File: src/rtl/dmem_access_ctrl_if.sv
// Data-memory req/ack bus between the access sequencer (master) and memory (slave).
interface dmem_access_ctrl_if;
    logic        mem_req;
    logic        mem_we;
    logic [31:0] mem_addr;
    logic [3:0]  mem_be;
    logic [31:0] mem_wdata;
    logic [31:0] mem_rdata;
    logic        mem_ack;

    modport master (
        output mem_req, mem_we, mem_addr, mem_be, mem_wdata,
        input  mem_rdata, mem_ack
    );

    modport slave (
        input  mem_req, mem_we, mem_addr, mem_be, mem_wdata,
        output mem_rdata, mem_ack
    );
endinterface

File: src/rtl/dmem_access_ctrl.sv
// Multi-cycle load/store sequencer: turns decoded load/store codes into one or two
// word-aligned req/ack bus transactions, stalls the core meanwhile and returns the
// extended load data on a one-cycle done pulse.
module dmem_access_ctrl #(
    parameter int SPLIT_MISALIGNED = 1,
    parameter int TIMEOUT          = 64
) (
    input  logic                      clk,
    input  logic                      rst,
    input  logic [2:0]                load_ctrl,
    input  logic [1:0]                store_ctrl,
    input  logic [31:0]               addr,
    input  logic [31:0]               wdata,
    output logic                      stall,
    output logic                      done,
    output logic                      err,
    output logic [31:0]               rdata,
    dmem_access_ctrl_if.master        bus
);

    typedef enum logic [1:0] {S_IDLE, S_ACC0, S_ACC1, S_DONE} state_t;

    state_t      state_q, state_d;
    logic [31:0] cnt_q, cnt_d;
    logic        err_q, err_d;
    logic        gap_q, gap_d;

    logic        is_st_q, is_st_d;
    logic [2:0]  ld_ctrl_q, ld_ctrl_d;
    logic [1:0]  off_q, off_d;
    logic        cross_q, cross_d;
    logic [7:0]  be8_q, be8_d;
    logic [63:0] wd64_q, wd64_d;
    logic [29:0] base_q, base_d;
    logic [31:0] lo_q, lo_d;
    logic [31:0] hi_q, hi_d;

    logic        is_ld, is_st, op, illegal, cross_in, bad_in, timeout_hit;
    logic [1:0]  size_in;
    logic [3:0]  mask_in;
    logic [7:0]  be8_in;
    logic [63:0] wd64_in;
    logic [31:0] v;

    // Decode the incoming request and compute lane placement for both words
    always_comb begin
        is_ld    = (load_ctrl != 3'b111);
        is_st    = (store_ctrl != 2'b11);
        op       = is_ld || is_st;
        illegal  = (is_ld && (load_ctrl == 3'b011 || load_ctrl == 3'b110)) || (is_ld && is_st);
        size_in  = is_ld ? load_ctrl[1:0] : store_ctrl;
        case (size_in)
            2'b00:   mask_in = 4'b0001;
            2'b01:   mask_in = 4'b0011;
            default: mask_in = 4'b1111;
        endcase
        be8_in   = {4'b0000, mask_in} << addr[1:0];
        wd64_in  = {32'h0, wdata} << {addr[1:0], 3'b000};
        cross_in = (be8_in[7:4] != 4'b0000);
        bad_in   = illegal || (cross_in && SPLIT_MISALIGNED == 0);
        // An ack arriving on the limit cycle still counts as a normal completion
        timeout_hit = (TIMEOUT > 0) && !bus.mem_ack && (cnt_q == 32'(TIMEOUT - 1));
    end

    // Control state register
    always_ff @(posedge clk) begin
        if (rst) begin
            state_q <= S_IDLE;
            cnt_q   <= '0;
            err_q   <= 1'b0;
            gap_q   <= 1'b0;
        end else begin
            state_q <= state_d;
            cnt_q   <= cnt_d;
            err_q   <= err_d;
            gap_q   <= gap_d;
        end
    end

    // Latched request attributes and captured read words (no reset needed)
    always_ff @(posedge clk) begin
        is_st_q   <= is_st_d;
        ld_ctrl_q <= ld_ctrl_d;
        off_q     <= off_d;
        cross_q   <= cross_d;
        be8_q     <= be8_d;
        wd64_q    <= wd64_d;
        base_q    <= base_d;
        lo_q      <= lo_d;
        hi_q      <= hi_d;
    end

    // Next-state, timeout counting and data capture
    always_comb begin
        state_d   = state_q;
        cnt_d     = cnt_q;
        err_d     = err_q;
        gap_d     = 1'b0;
        is_st_d   = is_st_q;
        ld_ctrl_d = ld_ctrl_q;
        off_d     = off_q;
        cross_d   = cross_q;
        be8_d     = be8_q;
        wd64_d    = wd64_q;
        base_d    = base_q;
        lo_d      = lo_q;
        hi_d      = hi_q;
        case (state_q)
            S_IDLE: begin
                if (op) begin
                    is_st_d   = is_st;
                    ld_ctrl_d = load_ctrl;
                    off_d     = addr[1:0];
                    cross_d   = cross_in;
                    be8_d     = be8_in;
                    wd64_d    = wd64_in;
                    base_d    = addr[31:2];
                    err_d     = bad_in;
                    cnt_d     = '0;
                    state_d   = bad_in ? S_DONE : S_ACC0;
                end
            end
            S_ACC0: begin
                if (bus.mem_ack) begin
                    lo_d  = bus.mem_rdata;
                    cnt_d = '0;
                    if (cross_q) begin
                        state_d = S_ACC1;
                        gap_d   = 1'b1;
                    end else begin
                        state_d = S_DONE;
                    end
                end else if (timeout_hit) begin
                    err_d   = 1'b1;
                    state_d = S_DONE;
                end else begin
                    cnt_d = cnt_q + 32'd1;
                end
            end
            S_ACC1: begin
                // First ACC1 cycle keeps mem_req low so the bus sees a gap
                if (!gap_q) begin
                    if (bus.mem_ack) begin
                        hi_d    = bus.mem_rdata;
                        state_d = S_DONE;
                    end else if (timeout_hit) begin
                        err_d   = 1'b1;
                        state_d = S_DONE;
                    end else begin
                        cnt_d = cnt_q + 32'd1;
                    end
                end
            end
            S_DONE:  state_d = S_IDLE;
            default: state_d = S_IDLE;
        endcase
    end

    // Outputs: bus drive per state, load extension on the done cycle
    always_comb begin
        stall         = 1'b0;
        done          = 1'b0;
        err           = 1'b0;
        rdata         = '0;
        bus.mem_req   = 1'b0;
        bus.mem_we    = 1'b0;
        bus.mem_addr  = '0;
        bus.mem_be    = '0;
        bus.mem_wdata = '0;
        v             = 32'({hi_q, lo_q} >> {off_q, 3'b000});
        case (state_q)
            S_IDLE: stall = op;
            S_ACC0: begin
                stall         = 1'b1;
                bus.mem_req   = 1'b1;
                bus.mem_we    = is_st_q;
                bus.mem_addr  = {base_q, 2'b00};
                bus.mem_be    = be8_q[3:0];
                bus.mem_wdata = wd64_q[31:0];
            end
            S_ACC1: begin
                stall         = 1'b1;
                bus.mem_req   = !gap_q;
                bus.mem_we    = is_st_q && !gap_q;
                bus.mem_addr  = {base_q + 30'd1, 2'b00};
                bus.mem_be    = be8_q[7:4];
                bus.mem_wdata = wd64_q[63:32];
            end
            S_DONE: begin
                done = 1'b1;
                err  = err_q;
                if (!err_q && !is_st_q) begin
                    case (ld_ctrl_q)
                        3'b000:  rdata = {{24{v[7]}}, v[7:0]};
                        3'b001:  rdata = {{16{v[15]}}, v[15:0]};
                        3'b100:  rdata = {24'h0, v[7:0]};
                        3'b101:  rdata = {16'h0, v[15:0]};
                        default: rdata = v;
                    endcase
                end
            end
            default: stall = 1'b0;
        endcase
    end

endmodule

File: src/flat_wrapper.sv
// flat-port wrapper written by rule: the top's interface ports become plain ports
module dmem_access_ctrl_flat 
#(
    parameter int SPLIT_MISALIGNED = 1,
    parameter int TIMEOUT          = 64
)
  (clk, rst, load_ctrl, store_ctrl, addr, wdata, stall, done, err, rdata, bus_mem_req, bus_mem_we, bus_mem_addr, bus_mem_be, bus_mem_wdata, bus_mem_rdata, bus_mem_ack);
  dmem_access_ctrl_if bus_i ();
  input  logic clk;
  input  logic rst;
  input  logic [2:0] load_ctrl;
  input  logic [1:0] store_ctrl;
  input  logic [31:0] addr;
  input  logic [31:0] wdata;
  output logic stall;
  output logic done;
  output logic err;
  output logic [31:0] rdata;
  output wire logic [$bits(bus_i.mem_req)-1:0] bus_mem_req;
  output wire logic [$bits(bus_i.mem_we)-1:0] bus_mem_we;
  output wire logic [$bits(bus_i.mem_addr)-1:0] bus_mem_addr;
  output wire logic [$bits(bus_i.mem_be)-1:0] bus_mem_be;
  output wire logic [$bits(bus_i.mem_wdata)-1:0] bus_mem_wdata;
  input wire logic [$bits(bus_i.mem_rdata)-1:0] bus_mem_rdata;
  input wire logic [$bits(bus_i.mem_ack)-1:0] bus_mem_ack;
  assign bus_mem_req = bus_i.mem_req;
  assign bus_mem_we = bus_i.mem_we;
  assign bus_mem_addr = bus_i.mem_addr;
  assign bus_mem_be = bus_i.mem_be;
  assign bus_mem_wdata = bus_i.mem_wdata;
  assign bus_i.mem_rdata = bus_mem_rdata;
  assign bus_i.mem_ack = bus_mem_ack;
  dmem_access_ctrl #(.SPLIT_MISALIGNED(SPLIT_MISALIGNED), .TIMEOUT(TIMEOUT)) u_core (.clk(clk), .rst(rst), .load_ctrl(load_ctrl), .store_ctrl(store_ctrl), .addr(addr), .wdata(wdata), .stall(stall), .done(done), .err(err), .rdata(rdata), .bus(bus_i));
endmodule
File: config.mk
export PLATFORM = sky130hd
export DESIGN_NAME = dmem_access_ctrl_flat
export DESIGN_NICKNAME = d
export VERILOG_FILES = /design/src/rtl/dmem_access_ctrl_if.sv /design/src/rtl/dmem_access_ctrl.sv /design/src/flat_wrapper.sv
export SDC_FILE = /design/constraint.sdc
export NUM_CORES = 1
export LEC_CHECK = 0
export ABC_CLOCK_PERIOD_IN_PS = 7000
export CAP_MARGIN = 20
export CELL_PAD_IN_SITES_DETAIL_PLACEMENT = 0
export CELL_PAD_IN_SITES_GLOBAL_PLACEMENT = 1
export CORE_UTILIZATION = 43
export DETAILED_ROUTE_END_ITERATION = 10
export HOLD_SLACK_MARGIN = 0.1
export PLACE_DENSITY = 0.91
export SLEW_MARGIN = 20
export SYNTH_ARGS = -nofsm -noshare
export SYNTH_HDL_FRONTEND = slang
export SYNTH_SLANG_ARGS = --single-unit
File: constraint.sdc
create_clock -name clk -period 7 [get_ports clk]
set_clock_uncertainty 0.2 [all_clocks]
set_input_delay 1.4 -clock clk [delete_from_list [all_inputs] [get_ports clk]]
set_output_delay 1.4 -clock clk [all_outputs]
set_load 0.01 [all_outputs]
==> results.py <==
# Synthesis and PnR figures
metrics = {
    "synthesis": {
        "synth.cell_area_um2": 9829,
        "synth_flops": 192,
        "enable_flop_cells": 156,
    },
    "placed_design": {
        "detailed_place.area_um2": 12060,
        "placedCellCount": 1369,
    },
    "run": {
        "maxCapViolations": 0,
    },
    "status": {
        "outcome": "finished, final reports clean",
    },
    "clocking": {
        "postCtsHoldBufs": 0,
        "cts_made_buffers": 17,
    },
    "sta": {
        "finalSetupTns_ns": 0,
        "whs_ns": 0.2963,
    },
    "grt": {
        "maximum_number_of_pins_on_one_net_before_global_route_repair": 66,
        "first_global_vias": 7391,
    },
    "floorplan": {
        "chip_area_um2": 23470,
        "ioPinCount": 209,
    },
    "final_layout": {
        "final_cell_count_no_fill": 1403,
    },
    "setup_path": {
        "critPathMaxFanout": 17,
        "critical-path-top-delay-family": "AND-OR/OR-AND gates",
        "timing.critical_path.required_ns": 5.40,
        "path_class": "flop to output pin",
        "endpoint_class_of_the_critical_path": "output pin",
        "timing.critical_path.cells": "mux2i_1 -> mux2i_1 -> and2_1 -> o21ai_1 -> o21ai_0 -> clkdlybuf4s50_1",
        "worstPathArrival_ns": 3.48,
    },
    "routing": {
        "postRouteAntennaNets": 0,
    },
}
[worst reg2reg max path, delay by kind of cell (launching register included)]
family | cells | cell delay, ns
buffers and inverters | 3 | 0.62
flip-flops | 1 | 0.40
adder cells (fa/ha/maj) | 1 | 0.23
AND-OR/OR-AND | 3 | 0.42
AND/OR/NAND/NOR | 2 | 1.11
[worst paths after layout]
path	slack (ns)	end	from	cells past startpoint
min	0.30	u_core.cnt_q[5]	u_core.cnt_q[5]	2
min reg2reg	0.30	u_core.cnt_q[5]	u_core.cnt_q[5]	2
max reg2reg	3.95	u_core.cnt_q[28]	u_core.state_q[0]	9
max	1.92	rdata[20]	u_core.off_q[1]	6
[routing by layer]
layer  vias to the layer above  share of wire [%]  global-route usage (%)
li1                       3868                  -                       -
met1                      3800                 44                   28.54
met2                       224                 48                   34.86
met3                        24                6.3                   5.614
met4                         2                1.3                   4.954
met5                         -              0.052                       0
[cells by family after synthesis]
kind of cell | Yosys count | synth area share, %
xor+xnor | 16 | 1.426
buf+inv | 75 | 3.080
simple gates | 332 | 17.18
other cells | 1 | 0.03815
mux | 75 | 7.956
compound gates | 239 | 14.56
flops | 192 | 54.99
fa+ha+maj | 6 | 0.7637
[flip-flops by register name, indices dropped and copies added (netlist names)]
name              cells
u_core.wd64_q        56
u_core.cnt_q         32
u_core.lo_q          32
u_core.base_q        30
u_core.hi_q          24
u_core.be8_q          7
u_core.ld_ctrl_q      3
u_core.off_q          2
u_core.state_q        2
u_core.cross_q        1
u_core.err_q          1
u_core.gap_q          1
u_core.is_st_q        1
[cell type report]
class	count	area, um2
repair buffers	215	2120
clock buffers	17	425.4
inverters	12	45.04
flip-flops and latches	192	5405
well taps	280	350.3
clock inverters	15	216.5
fillers	1864	9390
diodes	2	5.005
multi-input cells	670	4136
[Yosys cell counts, types with 3 or more instances]
library cell    n
nor4_1         14
nand3b_1        3
ha_1            6
inv_1          11
o21ai_1         6
mux2_2         25
o21ai_0        77
dfxtp_1        36
buf_4           3
a22o_1          8
a21oi_1        66
xor2_1          3
and3_1         15
nor3_1         13
clkbuf_1       45
nand2_1        63
a22oi_1        33
a31oi_1        12
o21a_1          4
nand4_1        19
and2_1         26
o211ai_1        9
xnor2_1        13
buf_2           8
o31ai_1         7
nor2b_1         3
or4_1           8
mux2i_1        50
or3_1          13
and4_1          5
buf_1           7
or2_2           9
nand3_1        28
edfxtp_1      156
nor2_1        100
a41oi_1         6
o41ai_1         3
[power groups by stage]
stage	sequential [mW]	combinational, mW	clock (mW)
after floorplan	1.80	1.01	0
after global placement	1.82	1.65	0
after detailed placement	1.84	1.66	0
after CTS	1.81	1.67	1.04
after global routing	1.85	1.81	1.09
final	1.81	1.67	1.02
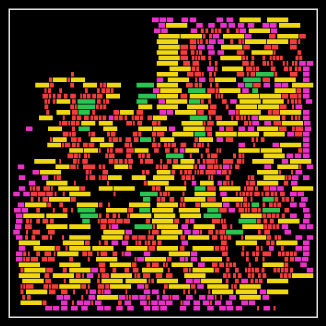
Fig. 1. Cell classes on the final placement.
(2 px per um)
Key: yellow = sequential cells [cells 192]; red = combinational and other logic [cells 682]; green = clock drivers and dummy loads [cells 32]; magenta = remaining buffers and delay cells [cells 215]
core region area: 22090 um2
sequential share of cell area: 42.55%
Post-Route Utilization: 57.50%
std cell rows: 54
cell area after layout: 12700 um2

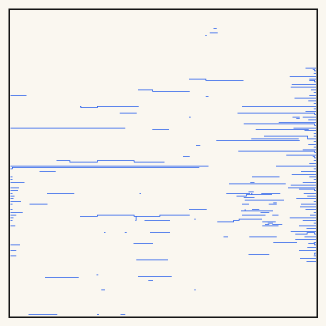
Fig. 2. The metal 3 layer.
(2 px per um)
The layer holds 6.3% of the routed length. The longest straight run is 98.7 um. The wires run mostly horizontal.
total wire length: 24.97 mm
Global Route met3 Usage: 5.614%
overall via count from detail_route: 7918

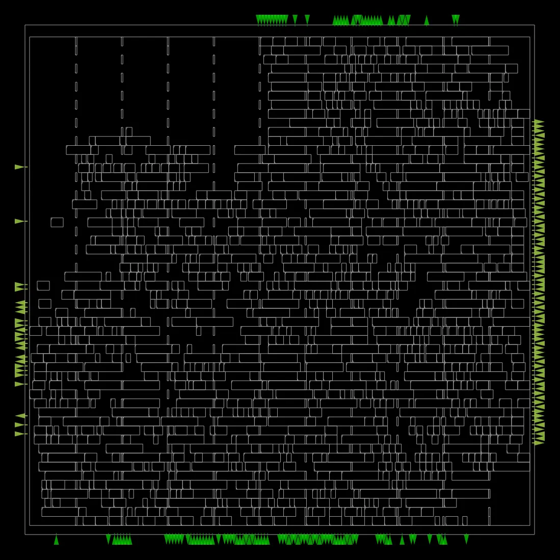
Fig. 3. Cell outlines without signal wires.
sequential cell count of the final layout: 192
count of fill cells added during filler insertion: 1864
tap cell count: 280

